File: config.mk
export PLATFORM = sky130hd
export DESIGN_NAME = muldiv_seq
export DESIGN_NICKNAME = d
export VERILOG_FILES = /design/src/rtl/muldiv_seq.sv
export SDC_FILE = /design/constraint.sdc
export NUM_CORES = 1
export LEC_CHECK = 0
export CORE_ASPECT_RATIO = 1.2
export CORE_UTILIZATION = 55
export CTS_BUF_LIST = sky130_fd_sc_hd__clkbuf_8 sky130_fd_sc_hd__clkbuf_16
export DETAILED_ROUTE_END_ITERATION = 8
export GPL_TIMING_DRIVEN = 0
export PLACE_DENSITY = 0.76
export RECOVER_POWER = 100
export SYNTH_ARGS = -nofsm -noshare
export SYNTH_HDL_FRONTEND = slang
export SYNTH_SLANG_ARGS = --single-unit
File: constraint.sdc
create_clock -name clk -period 4.2 [get_ports clk]
set_input_delay 0.63 -clock clk [delete_from_list [all_inputs] [get_ports clk]]
set_output_delay 0.63 -clock clk [all_outputs]
set_load 0.02 [all_outputs]
File: src/rtl/muldiv_seq.sv
// muldiv_seq: iterative MULT/MULTU/DIV/DIVU sequencer feeding the HI/LO register pair.
//   One radix-2 step per cycle over WIDTH cycles. Signed operands are reduced to
//   magnitudes in PREP and the signs are reapplied in FIX. The pipeline is held via
//   stall while the op runs. done / hilo_we pulse for one cycle in DONE.
// Ports:
//   clk, reset (async, active low)
//   start, op[1:0], cancel, src_a, src_b : request from EX (sampled only in IDLE)
//   busy, stall, done                   : status / pipeline hold
//   hi_out, lo_out, hilo_we             : HI/LO write data and strobes
module muldiv_seq #(
  parameter int WIDTH       = 32,
  parameter bit BYPASS_ZERO = 1'b1
) (
  input  logic             clk,
  input  logic             reset,
  input  logic             start,
  input  logic [1:0]       op,
  input  logic             cancel,
  input  logic [WIDTH-1:0] src_a,
  input  logic [WIDTH-1:0] src_b,
  output logic             busy,
  output logic             stall,
  output logic             done,
  output logic [WIDTH-1:0] hi_out,
  output logic [WIDTH-1:0] lo_out,
  output logic [1:0]       hilo_we
);

  localparam int CW = $clog2(WIDTH + 1);

  typedef enum logic [2:0] {S_IDLE, S_PREP, S_CALC, S_FIX, S_DONE} state_t;
  state_t state, state_nx;

  logic [1:0]         op_q;
  logic [WIDTH-1:0]   a_q, b_q, mag_b;
  logic [2*WIDTH-1:0] acc;      // mult: {partial hi, multiplier}; div: {remainder, quotient}
  logic [CW-1:0]      cnt;
  logic               sa, sb, dz;

  // decode only from the captured op
  logic is_div, is_signed, a_neg, b_neg, bypass;
  logic [WIDTH-1:0] abs_a, abs_b;
  assign is_div    = op_q[1];
  assign is_signed = ~op_q[0];
  assign a_neg     = is_signed & a_q[WIDTH-1];
  assign b_neg     = is_signed & b_q[WIDTH-1];
  // -0x80..0 wraps to 0x80..0, which is the correct magnitude read as unsigned
  assign abs_a     = a_neg ? -a_q : a_q;
  assign abs_b     = b_neg ? -b_q : b_q;
  assign bypass    = BYPASS_ZERO && !is_div && (a_q == '0 || b_q == '0);

  // multiply step: conditional add of the multiplicand into the upper half, then shift right
  logic [WIDTH:0]     add_sum;
  logic [2*WIDTH-1:0] mul_nx;
  assign add_sum = {1'b0, acc[2*WIDTH-1:WIDTH]} + (acc[0] ? {1'b0, mag_b} : '0);
  assign mul_nx  = {add_sum, acc[WIDTH-1:1]};

  // restoring divide step. rem < divisor, so shl < 2*divisor and diff[WIDTH] is a clean borrow.
  logic [WIDTH:0]     shl, diff;
  logic               q_bit;
  logic [2*WIDTH-1:0] div_nx;
  assign shl    = {acc[2*WIDTH-1:WIDTH], acc[WIDTH-1]};
  assign diff   = shl - {1'b0, mag_b};
  assign q_bit  = ~diff[WIDTH];
  assign div_nx = {(q_bit ? diff[WIDTH-1:0] : shl[WIDTH-1:0]), acc[WIDTH-2:0], q_bit};

  // sign fix-up
  logic [2*WIDTH-1:0] prod;
  logic [WIDTH-1:0]   quo, rem, fix_hi, fix_lo;
  assign prod = (sa ^ sb) ? -acc : acc;
  assign quo  = acc[WIDTH-1:0];
  assign rem  = acc[2*WIDTH-1:WIDTH];
  always_comb begin
    fix_hi = prod[2*WIDTH-1:WIDTH];
    fix_lo = prod[WIDTH-1:0];
    if (dz) begin
      fix_hi = a_q;
      fix_lo = '1;
    end else if (is_div) begin
      fix_hi = sa ? -rem : rem;
      fix_lo = (sa ^ sb) ? -quo : quo;
    end
  end

  always_ff @(posedge clk or negedge reset) begin
    if (!reset) state <= S_IDLE;
    else        state <= state_nx;
  end

  always_comb begin
    state_nx = state;
    case (state)
      S_IDLE:  if (start && !cancel) state_nx = S_PREP;
      S_PREP:  if (cancel) state_nx = S_IDLE;
               else if (bypass) state_nx = S_FIX;
               else state_nx = S_CALC;
      S_CALC:  if (cancel) state_nx = S_IDLE;
               else if (cnt == CW'(1)) state_nx = S_FIX;
      S_FIX:   state_nx = cancel ? S_IDLE : S_DONE;
      S_DONE:  state_nx = S_IDLE;
      default: state_nx = S_IDLE;
    endcase
  end

  always_ff @(posedge clk or negedge reset) begin
    if (!reset) begin
      op_q   <= '0;
      a_q    <= '0;
      b_q    <= '0;
      mag_b  <= '0;
      acc    <= '0;
      cnt    <= '0;
      sa     <= 1'b0;
      sb     <= 1'b0;
      dz     <= 1'b0;
      hi_out <= '0;
      lo_out <= '0;
    end else begin
      case (state)
        S_IDLE: if (start && !cancel) begin
          op_q <= op;
          a_q  <= src_a;
          b_q  <= src_b;
        end
        S_PREP: begin
          sa    <= a_neg;
          sb    <= b_neg;
          dz    <= is_div && (b_q == '0);
          mag_b <= abs_b;
          acc   <= bypass ? '0 : {{WIDTH{1'b0}}, abs_a};
          cnt   <= CW'(WIDTH);
        end
        S_CALC: begin
          acc <= is_div ? div_nx : mul_nx;
          cnt <= cnt - CW'(1);
        end
        // results stay put until the next op that survives FIX
        S_FIX: if (!cancel) begin
          hi_out <= fix_hi;
          lo_out <= fix_lo;
        end
        default: ;
      endcase
    end
  end

  assign busy    = (state != S_IDLE);
  assign done    = (state == S_DONE);
  assign hilo_we = {done, done};
  // the IDLE request term is gated so stall stays low while reset is held
  assign stall   = (reset && state == S_IDLE && start && !cancel) ||
                   state == S_PREP || state == S_CALC || state == S_FIX;

endmodule

==> images/clocks.png <==
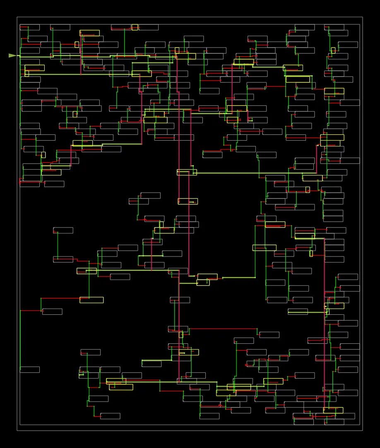
Clock net power: 2.60 mW
Clock Latency Late Sink: 0.56 ns
FF+latch count: 238

==> images/layer_met1.png <==
Drawn at 1.5 px/um. Supply wires on this layer in grey.
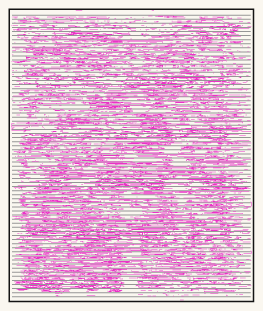
nets with wire on the layer	2136
main direction	horizontal
share of all routed wire	37%
longest straight run	64.4 um

==> images/cell_density.png <==
Drawn at 2 px/um. 16 x 19 tiles, from white (low) to dark blue (high), 0 to 100% covered.
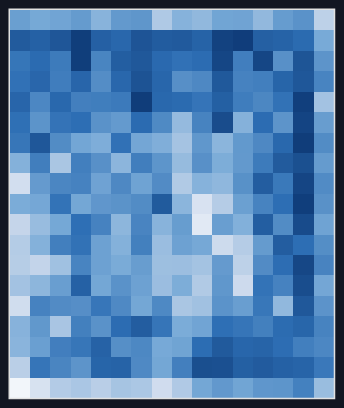
mean over tiles	62%
tiles over 75% full	26%
fullest tile	95%

==> images/clk_routes.png <==
Drawn at 2 px/um.
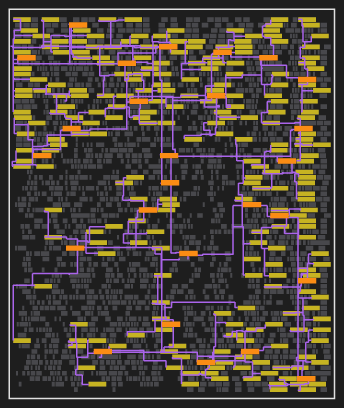
[flip-flops] yellow | count: 238
[clock wires] purple | length: 3340 um
[clock drivers] orange | count: 26
routed clock nets	27

==> images/layer_met3.png <==
Drawn at 2 px/um.
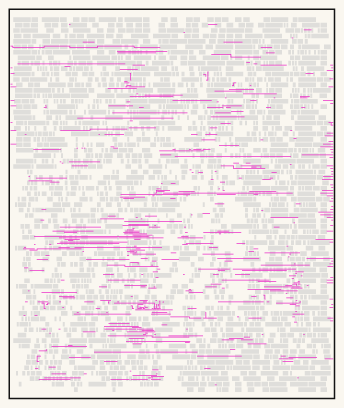
longest straight run	64.6 um
nets with wire on the layer	267
wire length on this layer	2980 um

==> impl_metrics.json <==
{
  "status": "complete, but fails checks",
  "violations": "capacitance limit, slew limit",
  "drt_wl_total_mm": 59.1,
  "ys_cells": 1959,
  "fp_util_pct": 56.5,
  "chipArea_um2": 31400,
  "yosysSeqAreaShare_pct": 35.3,
  "root_buffer": "clkbuf_16",
  "warning_count": 30,
  "finalSetupViolCount": 0,
  "drt_iter0_markers": 1217,
  "cts_tree": "yes",
  "drt_pre_antenna_iters": 5,
  "async_reset_ff_share_pct": 100,
  "synth.distinct_cells": 73,
  "skew_ns": 0.0225,
  "worst_pin_slew_ns": 2.90,
  "cp.arrival_ns": 4.57,
  "utilization_pct": 66.2,
  "area_delta_synth_final_pct": 17.3,
  "layout-drive-gt1-share_pct": 6.66,
  "edf_count": 0,
  "vias": 16100,
  "cts.clk_slew.worst_paths_ns": 0.07,
  "final_area_um2": 19800,
  "hpwl_mm": 45.4,
  "flop_cell": "dfrtp_1",
  "post_drt_via_cell_ratio": 6.35,
  "grt_pass1_vias": 16300,
  "period_minus_slack_ns": 4.11,
  "ios": 139,
  "cts.sinks": 238,
  "grt_max_degree": 122,
  "layout_setup_ws_ns": 0.0933,
  "nNetsFinal": 2271,
  "die_h_um": 194,
  "fmax_mhz": 244,
  "postCtsSetupBuffers": 0,
  "maxSlewHeadroom_pct": -93.3,
  "crit_type": "flop to flop",
  "hold_slack_ns": 0.462,
  "ant_nets": 0,
  "avgSynthCellArea_um2": 8.61,
  "placed_area_um2": 18800,
  "die_w_um": 162,
  "crit_fanout": 10,
  "cts_buffer_depth": 3,
  "track_usage_pct": 37.5,
  "final_common_cell": "dfrtp_1",
  "final_hold_viol_count": 0,
  "drv_cap": 1,
  "regToRegSetupSlack_ns": 0.09,
  "comb_area_um2": 10200,
  "hold_class": "input pin to async pin",
  "htree_levels": 1,
  "ir_drop_mv": 0.505,
  "pre_cts_slack_ns": -0.322,
  "io_buffers": 138,
  "routedWlPerCell_um": 23.3,
  "cp.required_ns": 4.66,
  "fill_cells": 2538,
  "rows": 69,
  "ys_area_um2": 16900,
  "antenna_found_initial": 0,
  "synth_area_um2": 16900,
  "grt_setup_unrepaired": "no",
  "final_cell_mix": "dfrtp_1, nand2_1, nor2_1",
  "syn_inst": 1959,
  "power_density_nw_per_um2": 810,
  "yosys_warnings": 0,
  "slew_viol_final": 61,
  "coreArea_um2": 29900,
  "fin_crit_sh_pct": 97.8,
  "end_kind": "flop",
  "critPathLaunchType": "flop",
  "grt_first_pass_wirelength_mm": 90.5,
  "diodes": 0,
  "cts_buffers": 26,
  "p_total_mw": 16.0,
  "ys.flops": 238,
  "ff_latch_area_um2": 5960,
  "overflow": 0,
  "p_leak_nw": 8.62,
  "drc": 0,
  "syn_nets": 2101,
  "place.gp.congestion": 0.967
}
[sequential cells by signal, summed over array words and instances (netlist names)]
register / cells
op_q: 2
hi_out: 32
sb: 1
sa: 1
acc: 64
a_q: 32
lo_out: 32
dz: 1
b_q: 32
state: 3
mag_b: 32
cnt: 6
[cell families after synthesis]
group | share of synthesized area (%)
flip-flops | 35.3
multiplexers | 8.60
XOR/XNOR | 8.93
AND-OR/OR-AND | 20.9
adder cells (fa/ha/maj) | 5.43
AND/OR/NAND/NOR | 16.6
buffers and inverters | 4.29
[layout make-up]
cell class	count	share of cell area [%]
Multi-Input combinational cell	1534	51.5
Sequential cell	238	30.1
Timing Repair Buffer	142	7.39
Clock buffer	27	3.36
Tap cell	390	2.47
Buffer	120	2.41
Clock inverter	20	1.45
Inverter	67	1.27
[synth_stat cells (all sizes together), types with 11 or more instances]
master	n	share of area, %
mux2i	65	3.9
nor3	44	1.3
a211oi	16	0.71
clkbuf	96	2.1
a31oi	17	0.63
o21ai	163	4.9
and3	19	0.70
dfrtp	238	35
o31ai	29	1.3
ha	70	5.2
nand2	189	4.2
a21oi	155	4.6
a22oi	13	0.58
o221ai	34	1.8
nand4	19	0.70
a21o	34	1.5
buf	24	0.66
nand2b	16	0.59
or4	19	0.91
mux2	71	4.7
nor4	15	0.56
nor2b	12	0.44
inv	67	1.5
nand3	27	0.80
xor2	75	3.9
xnor2	97	5.0
or3	24	0.92
o21a	11	0.49
nor2	179	4.0
[final timing paths]
kind | startpoint | cells past startpoint | endpoint
worst max-delay path | acc[0] | 12 | hi_out[22]
worst min-delay path | reset | 2 | lo_out[25]
worst max register to register | acc[0] | 12 | hi_out[22]
worst min register to register | lo_out[0] | 2 | lo_out[0]
max in group asynchronous | reset | 3 | lo_out[0]
min in group clk | lo_out[0] | 2 | lo_out[0]
[layer usage]
metal	routed length, um	global-route usage (%)
met3	2980	4.49
met2	29700	66.5
met4	4710	26.8
met5	0	0
met1	21700	41.2
[critical path, cell delays in order, from the launching register on]
cell     delay, ns
dfrtp_1       0.54
inv_1         0.25
buf_2         0.40
ha_1          0.23
nor3b_1       0.39
nand3_1       0.36
nor2_1        0.48
nand3_1       0.35
o41a_1        0.39
o21ai_1       0.20
xnor2_1       0.14
mux2i_1       0.09
o21ai_0       0.18
[where the power goes]
part           internal [mW]  leakage, nW  switching [mW]
Combinational           3.62         5.15            5.57
Sequential              3.13         3.00            1.11
Clock                   1.58        0.479            1.02
[per-stage QoR]
stage | setup TNS [ns] | instances
2_1_floorplan | 0 | 1959
3_3_place_gp | -1812.31 | 2487
3_5_place_dp | -1.37 | 2489
4_1_cts | 0 | 2537
5_1_grt | 0 | 2538
6_report | 0 | 2538
[repair_timing]
action | CTS | global route
gates resized | 3 | 8
hold buffers | 1 | 0
setup endpoints to repair | 12 | 21
gates cloned | 0 | 1
hold endpoints to repair | 3 | 0
Power figures rest on the tool's default switching activity, not on a simulated workload.
